### src/rtl/qreverse_if.sv
// qreverse_if: DTI valid/ready link pair around qreverse (input Queue side and output Queue side).
// slave is the qreverse side; master is the producer/consumer side.
interface qreverse_if #(
  parameter int unsigned DIN = 16
);
  logic           din_valid;
  logic           din_ready;
  logic [DIN-1:0] din_data;
  logic           dout_valid;
  logic           dout_ready;
  logic [DIN-1:0] dout_data;

  modport slave (
    input  din_valid,
    input  din_data,
    input  dout_ready,
    output din_ready,
    output dout_valid,
    output dout_data
  );

  modport master (
    output din_valid,
    output din_data,
    output dout_ready,
    input  din_ready,
    input  dout_valid,
    input  dout_data
  );
endinterface

### src/rtl/qreverse.sv
// qreverse: buffers one Queue transaction in a LIFO and re-emits its words last-first.
// Define QREVERSE_OVF_FLAG_EN to add the sticky overflow output port `ovf`.
module qreverse #(
  parameter  int unsigned DIN   = 16,
  parameter  int unsigned DEPTH = 16,
  localparam int unsigned CW    = $clog2(DEPTH + 1)
) (
  input  logic      clk,
  input  logic      rst,
`ifdef QREVERSE_OVF_FLAG_EN
  output logic      ovf,
`endif
  qreverse_if.slave q
);

  localparam int unsigned PW = DIN - 1;
  localparam int unsigned AW = (DEPTH > 1) ? $clog2(DEPTH) : 1;

  typedef enum logic {
    S_FILL,
    S_DRAIN
  } state_t;

  state_t        r_state;
  state_t        w_state_nxt;
  logic [CW-1:0] r_cnt;
  logic [CW-1:0] w_cnt_nxt;
  logic [PW-1:0] r_mem [DEPTH];

  logic          w_in_eot;
  logic [PW-1:0] w_in_payload;
  logic          w_last_slot;
  logic          w_cnt_is_one;
  logic [AW-1:0] w_wr_addr;
  logic [AW-1:0] w_rd_addr;
  logic          w_din_ready;
  logic          w_dout_valid;
  logic          w_wr_en;

  assign w_in_eot     = q.din_data[DIN-1];
  assign w_in_payload = q.din_data[PW-1:0];
  assign w_last_slot  = (r_cnt == CW'(DEPTH - 1));
  assign w_cnt_is_one = (r_cnt == CW'(1));
  assign w_wr_addr    = AW'(r_cnt);
  assign w_rd_addr    = AW'(r_cnt - CW'(1));

  always_ff @(posedge clk or posedge rst) begin
    if (rst) begin
      r_state <= S_FILL;
      r_cnt   <= '0;
    end else begin
      r_state <= w_state_nxt;
      r_cnt   <= w_cnt_nxt;
    end
  end

  always_comb begin
    w_state_nxt  = r_state;
    w_cnt_nxt    = r_cnt;
    w_din_ready  = 1'b0;
    w_dout_valid = 1'b0;
    w_wr_en      = 1'b0;
    case (r_state)
      S_FILL: begin
        w_din_ready = 1'b1;
        if (q.din_valid) begin
          w_wr_en   = 1'b1;
          w_cnt_nxt = r_cnt + CW'(1);
          // The DEPTH-th word closes the transaction even without eot.
          if (w_in_eot || w_last_slot) begin
            w_state_nxt = S_DRAIN;
          end
        end
      end
      S_DRAIN: begin
        w_dout_valid = 1'b1;
        if (q.dout_ready) begin
          w_cnt_nxt = r_cnt - CW'(1);
          if (w_cnt_is_one) begin
            w_state_nxt = S_FILL;
          end
        end
      end
      default: begin
        w_state_nxt = S_FILL;
        w_cnt_nxt   = '0;
      end
    endcase
  end

  // Storage is deliberately not reset; cnt alone defines which entries are live.
  always_ff @(posedge clk) begin
    if (w_wr_en) begin
      r_mem[w_wr_addr] <= w_in_payload;
    end
  end

  assign q.din_ready  = w_din_ready  & ~rst;
  assign q.dout_valid = w_dout_valid & ~rst;
  assign q.dout_data  = (r_state == S_DRAIN) ? {w_cnt_is_one, r_mem[w_rd_addr]} : '0;

`ifdef QREVERSE_OVF_FLAG_EN
  logic w_force_close;
  logic r_ovf;

  assign w_force_close = (r_state == S_FILL) && q.din_valid && w_last_slot && !w_in_eot;

  always_ff @(posedge clk or posedge rst) begin
    if (rst) begin
      r_ovf <= 1'b0;
    end else if (w_force_close) begin
      r_ovf <= 1'b1;
    end
  end

  assign ovf = r_ovf;
`endif

endmodule

### src/flat_wrapper.sv
// flat-port wrapper written by rule: the top's interface ports become plain ports
module qreverse_flat 
#(
  parameter  int unsigned DIN   = 16,
  parameter  int unsigned DEPTH = 16,
  localparam int unsigned CW    = $clog2(DEPTH + 1)
)
  (clk, rst, q_din_valid, q_din_data, q_dout_ready, q_din_ready, q_dout_valid, q_dout_data);
  qreverse_if #(.DIN(DIN)) q_i ();
  input  logic clk;
  input  logic rst;
  input wire logic [$bits(q_i.din_valid)-1:0] q_din_valid;
  input wire logic [$bits(q_i.din_data)-1:0] q_din_data;
  input wire logic [$bits(q_i.dout_ready)-1:0] q_dout_ready;
  output wire logic [$bits(q_i.din_ready)-1:0] q_din_ready;
  output wire logic [$bits(q_i.dout_valid)-1:0] q_dout_valid;
  output wire logic [$bits(q_i.dout_data)-1:0] q_dout_data;
  assign q_i.din_valid = q_din_valid;
  assign q_i.din_data = q_din_data;
  assign q_i.dout_ready = q_dout_ready;
  assign q_din_ready = q_i.din_ready;
  assign q_dout_valid = q_i.dout_valid;
  assign q_dout_data = q_i.dout_data;
  qreverse #(.DIN(DIN), .DEPTH(DEPTH)) u_core (.clk(clk), .rst(rst), .q(q_i));
endmodule
### config.mk
export PLATFORM = sky130hd
export DESIGN_NAME = qreverse_flat
export DESIGN_NICKNAME = d
export VERILOG_FILES = /design/src/rtl/qreverse_if.sv /design/src/rtl/qreverse.sv /design/src/flat_wrapper.sv
export SDC_FILE = /design/constraint.sdc
export NUM_CORES = 1
export LEC_CHECK = 0
export ABC_AREA = 1
export CAP_MARGIN = 20
export CORE_ASPECT_RATIO = 0.8
export CORE_MARGIN = 8
export CORE_UTILIZATION = 60
export CTS_CLUSTER_DIAMETER = 100
export CTS_CLUSTER_SIZE = 40
export DETAILED_ROUTE_END_ITERATION = 10
export GPL_TIMING_DRIVEN = 0
export PLACE_DENSITY_LB_ADDON = 0.25
export SETUP_SLACK_MARGIN = 0.15
export SKIP_LAST_GASP = 1
export SYNTH_ARGS = -nofsm -noshare
export SYNTH_HDL_FRONTEND = slang
export SYNTH_SLANG_ARGS = --single-unit
### constraint.sdc
create_clock -name clk -period 5.3 [get_ports clk]
set_input_delay 1.06 -clock clk [delete_from_list [all_inputs] [get_ports clk]]
set_output_delay 1.06 -clock clk [all_outputs]
set_load 0.02 [all_outputs]
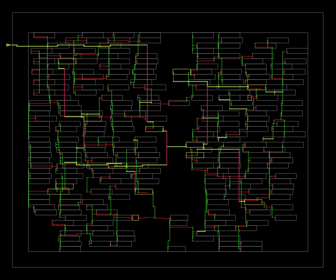
Fig. 1. The clock network (run 1).
Clock group: 0.960 mW
Clock Sinks: 246
post-route clock skew: 29.5 ps
layout sequential cell count: 246
clk_buf instances: 11

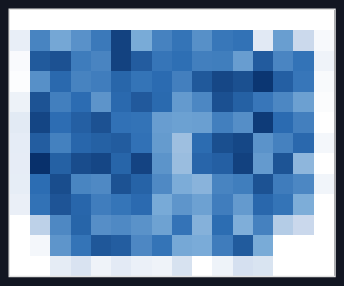
Fig. 2. Cell density map (run 1).
(2 px per µm) The die is cut into 16 by 13 equal tiles; white is low, dark blue is high, 0 to 100% covered.
tiles over 75% full: 28%
nearly empty tiles: 16%
emptiest ninth of the die: bottom right
fullest tile: 100%
mean over tiles: 52%
core box area: 16700 µm²
initial core utilization: 61.5%
end-of-flow core utilization: 68.3%

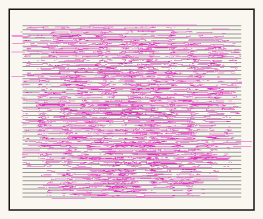
Fig. 3. Signal wires on met1 (run 1).
(1.5 px per µm) Supply wires on this layer in gray.
nets with wire on the layer: 908
wire length on this layer: 11000 µm
main direction: horizontal
share of all routed wire: 43%

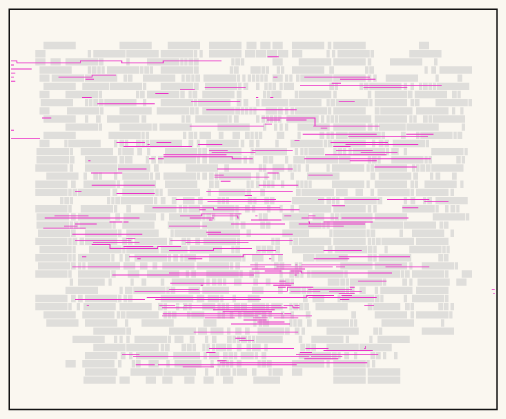
Fig. 4. M3 wires (run 1).
(3 px per µm)
nets with wire on the layer: 137
wire length on this layer: 2880 µm
share of all routed wire: 11%
longest straight run: 63.9 µm
main direction: horizontal

==> out/results.ini, run 1 <==
[outcome]
run_status=complete, no violations

[final_timing]
post-route-worst-setup-slack_ps=284
worst_slew_pin_slew_ps=996
final-max-slew-violation-count=0
slew_headroom_pct=33.5
final.setup.tns_ps=0
period_needed_ps=5020
hold_viol_final=0
rsz0062_at_grt=no
share_of_the_clock_period_used_by_the_worst_path_pct=94.6

[clock_network]
h_tree_level_count=1
cts_post_setup_buffers_inserted=0
ctsHoldBuffers=0
tritoncts_buffer_count=10
cts_repair_resize_count=0
cts_root_buf=sky130_fd_sc_hd__clkbuf_16
ctsLongestPathBuffers=3
cts_tree=done

[critical_path]
worstPathCellList=buf_4, inv_4, buf_6, buf_6, ha_1, buf_2, inv_2, clkbuf_1, nand3_1, nand3_1, nand3_1, nand2_1, nor2_1, clkdlybuf4s50_1
path_common_cell=sky130_fd_sc_hd__nand3_1
startpoint_type=flop
worst_path_largest_cell_delay_ps=540
worst-path-buf-inv=8
critical_path.endpoint=q_dout_data[10]
worst-r2r-cell-count=8
timing.reg2reg.setup_slack_ps=2490
setup.worst_path.start=u_core.r_cnt[0]

[logic_synthesis]
syn_nets=913
top_logic_family=simple AND/OR/NAND/NOR gates
ys_seq_share_pct=71.8
postSynthRegisterBits=246
synthXorXnorAreaFrac_pct=0.171
synth_cell_types=23
top_post_synthesis_cells_by_area=sky130_fd_sc_hd__edfxtp_1, sky130_fd_sc_hd__nand2_1, sky130_fd_sc_hd__nand3_1, sky130_fd_sc_hd__nor2_1, sky130_fd_sc_hd__dfrtp_1
synth.yosys.warnings=0
synth_adder_area_share_pct=0.733
simple_share_pct=23.1
ys_async_sr_fraction_pct=2.44
synthesis.area_um2=10200
cell_type_with_the_largest_total_area=sky130_fd_sc_hd__edfxtp_1
synth_area_per_cell_um2=11.6
synthMostInstantiatedCell=sky130_fd_sc_hd__nand2_1
ys_chip_area_um2=10200

[floorplanning]
die_area_um2=21500
io_pins=38
fp.dieH_um=133
num_rows=42

[placed_design]
postPlaceCellArea_um2=11000
preCtsSetupSlack_ps=835
numPortBuffers=37
gpl.final_weighted_congestion=0.940
placed_cells_incl_taps=1159
dpl.hpwl_um=17800

[power_and_ir_drop]
ir_drop_uv=324
pwr-share-comb_pct=53.2
cell_internal_pwr_mw=3.79
seq_cell_power_mw=2.24
power.leakage_nw=4.21
power.density_cell_area_nw_per_um2=602
finalPower_mw=6.84
share_seq_of_total_power_pct=32.8

[finish]
n_multi_input_combinational_cell=578
insertedDiodeCount=0
num-nets-final=977
fin_cells=1173
clkCellAreaFrac_pct=2.81
design_area_um2=11400
largest_cell_class=flip-flops and latches
layout-drive-gt1-share_pct=8.50
non_clock_buffer_area_share_pct=7.48
seq-cell-share_pct=64.7
reg_top3=u_core.r_mem (240), u_core.r_cnt (5), u_core.r_state (1)

[grt]
grtUsageTotal_pct=23.9
grt_pass1_wl_um=38200
grt.overflow.total=0
largest_net_degree_at_the_start_of_global_routing=41

[routing]
drt_wl_total_um=25700
route.antenna.remaining_nets=0
detail_route.vias_per_cell=5.86

[run]
cap_viol_max_count=0

[hold_path]
timing.hold.worst.start=u_core.r_cnt[4]
min_delay_worst_endpoint=u_core.r_cnt[4]

[run 1: per-layer routing]
layer / part of all wire [%] / GRT usage [%]
met3: 11 / 3.56
met5: 0 / 0
met4: 2.4 / 6.16
met2: 44 / 35.1
met1: 43 / 36.4
[run 1: worst reg2reg max path, stage by stage, from the launching register on]
cell and delay [ps]:
sky130_fd_sc_hd__dfrtp_1 430, sky130_fd_sc_hd__buf_4 200, sky130_fd_sc_hd__inv_4 140, sky130_fd_sc_hd__buf_6 220, sky130_fd_sc_hd__buf_6 190, sky130_fd_sc_hd__ha_1 160
sky130_fd_sc_hd__nand2_1 140, sky130_fd_sc_hd__nor2_1 760, sky130_fd_sc_hd__buf_4 310
==> inputs of run 2 (changes only) <==
--- a/config.mk
+++ b/config.mk
@@ -9,7 +9,7 @@
 export CAP_MARGIN = 20
 export CORE_ASPECT_RATIO = 0.8
 export CORE_MARGIN = 8
-export CORE_UTILIZATION = 60
+export CORE_UTILIZATION = 51
 export CTS_CLUSTER_DIAMETER = 100
 export CTS_CLUSTER_SIZE = 40
 export DETAILED_ROUTE_END_ITERATION = 10
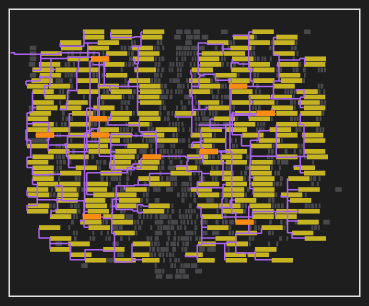
Fig. 5. Routed clock nets over the placement (run 2).
(2 px per µm)
[purple] clock wires | length: 2310 µm
[yellow] flip-flops | count: 246
[orange] cells driving clock nets | count: 10
routed clock nets: 11

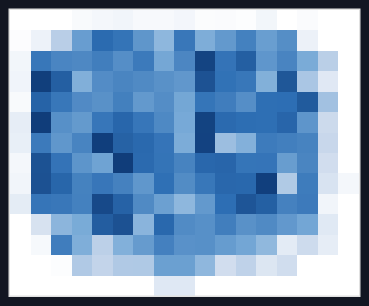
Fig. 6. Cell density map (run 2).
(2 px per µm) The die is cut into 17 by 14 equal tiles; white is low, dark blue is high, 0 to 100% covered.
mean over tiles: 45%
tiles over 75% full: 16%
nearly empty tiles: 18%
fullest tile: 95%
densest ninth of the die: middle

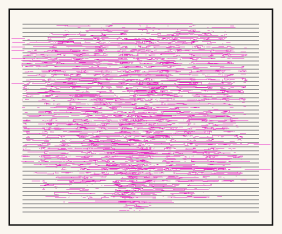
Fig. 7. Signal wires on met1 (run 2).
(1.5 px per µm) Supply wires on this layer in gray.
longest straight run: 53.8 µm
share of all routed wire: 43%
nets with wire on the layer: 914
wire length on this layer: 11100 µm
main direction: horizontal
post-detailed-routing wire length: 25600 µm
met1 Resource Use GR: 29.3%
total via count in the routed design: 6760

==> run 2 against run 1 <==
Compared with the run above:
- clock skew is 19 ps higher
- largest cell class unchanged
- die size is 16% higher
- wire length is 0.16% lower
- fmax is 2.2% higher
- utilization is 10 points lower
- largest power group unchanged
- critical endpoint is now q_dout_data[3]
- combinational power hardly changed
- design area is 0.45% higher
- clock power hardly changed
==> out/results.ini, run 2 <==
[floorplanning]
die_area_um2=24900
core_util_floorplan_pct=51.9
num_rows=46
io_pins=38
fp.dieH_um=143
core_area_um2=19700

[hold_path]
timing.hold.worst.start=u_core.r_cnt[4]
min_delay_worst_endpoint=u_core.r_cnt[4]

[final_timing]
hold_viol_final=0
share_of_the_clock_period_used_by_the_worst_path_pct=92.6
post_route_clock_skew_ps=48.3
worst_slew_pin_slew_ps=891
slew_headroom_pct=40.4
rsz0062_at_grt=no
final.setup.tns_ps=0
final-max-slew-violation-count=0
period_needed_ps=4910

[clock_network]
h_tree_level_count=1
cts_root_buf=sky130_fd_sc_hd__clkbuf_16
ctsHoldBuffers=0
ctsLongestPathBuffers=3
clock_sinks=246
cts_post_setup_buffers_inserted=0
tritoncts_buffer_count=10
cts_repair_resize_count=0

[run]
cap_viol_max_count=0

[finish]
reg_top3=u_core.r_mem (240), u_core.r_cnt (5), u_core.r_state (1)
post-route-util_pct=57.9
num-nets-final=977
fin_cells=1219
design_area_um2=11400
layout-drive-gt1-share_pct=8.17
insertedDiodeCount=0

[routing]
met2_wirelength_um=11400
dr_wl_met3_um=2380
topRoutingLayerUsed=met4
detail_route.vias_per_cell=5.55
avgRoutedWirePerCell_um=21.0
route.antenna.remaining_nets=0
dr.first_iter.drc_count=878
detail_route.wirelength.met1_um=11100
drc=0

[grt]
grtUsageTotal_pct=20.4
grt.overflow.total=0
busiest_layer=met2
grt_pass1_wl_um=38200
largest_net_degree_at_the_start_of_global_routing=42
global_route.usage.met2_pct=31.5
met3_usage_pct=3.27

[power_and_ir_drop]
seq_cell_power_mw=2.24
power.density_cell_area_nw_per_um2=597
cell_internal_pwr_mw=3.79
ir_drop_uv=371
power.leakage_nw=4.20
share_seq_of_total_power_pct=32.9

[critical_path]
critical_path.endpoint=q_dout_data[3]
worstPathCellList=buf_4, inv_4, buf_6, buf_6, ha_1, buf_2, inv_2, clkbuf_1, nand3_1, nand3_1, nand3_1, nand2_1, nor2_1, clkdlybuf4s50_1
path_common_cell=sky130_fd_sc_hd__nand3_1
type_of_the_worst_setup_path=flop to output pin
worst_path_largest_cell_delay_ps=540
worst-r2r-cell-count=8
timing.reg2reg.setup_slack_ps=2610
setup.worst_path.start=u_core.r_cnt[0]
worst-path-buf-inv=8
startpoint_type=flop
r2r_path_start=u_core.r_cnt[0]

[outcome]
run_status=complete, no violations

[logic_synthesis]
synthXorXnorAreaFrac_pct=0.171
synth.yosys.warnings=0
cell_type_with_the_largest_total_area=sky130_fd_sc_hd__edfxtp_1
simple_share_pct=23.1
ys_async_sr_fraction_pct=2.44
synthMostInstantiatedCell=sky130_fd_sc_hd__nand2_1
top_post_synthesis_cells_by_area=sky130_fd_sc_hd__edfxtp_1, sky130_fd_sc_hd__nand2_1, sky130_fd_sc_hd__nand3_1, sky130_fd_sc_hd__nor2_1, sky130_fd_sc_hd__dfrtp_1
ys_seq_share_pct=71.8
postSynthRegisterBits=246
synth_adder_area_share_pct=0.733
synthesis.area_um2=10200
syn_inst=887
ys_chip_area_um2=10200
syn_nets=913
synth_stat.cells=887
top_logic_family=simple AND/OR/NAND/NOR gates
synth_area_per_cell_um2=11.6

[placed_design]
dpl.hpwl_um=17800
numPortBuffers=37
postPlaceCellArea_um2=11100
gpl.final_weighted_congestion=0.896
preCtsSetupSlack_ps=946
placed_cells_incl_taps=1203

-- run 2: netlist changes by cell type in the layout (fill, tap and decap cells not counted) --
cell	previous run	this run
sky130_fd_sc_hd__clkbuf_2	1	0
sky130_fd_sc_hd__clkbuf_1	6	11
sky130_fd_sc_hd__clkinv_2	1	0
sky130_fd_sc_hd__buf_8	1	0
sky130_fd_sc_hd__buf_6	22	23
sky130_fd_sc_hd__clkinv_4	1	0
-- run 2: layout make-up --
type / count / area [µm²] / area share (%)
repair buffers: 52 / 520 / 4.56
flip-flops and latches: 246 / 7360 / 64.4
inverters: 14 / 57.6 / 0.504
multi-input cells: 578 / 2510 / 22.0
clock inverters: 1 / 30.0 / 0.263
plain buffers: 49 / 325 / 2.85
well taps: 264 / 330 / 2.89
clock buffers: 15 / 290 / 2.54
Power figures rest on the tool's default switching activity, not on a simulated workload.
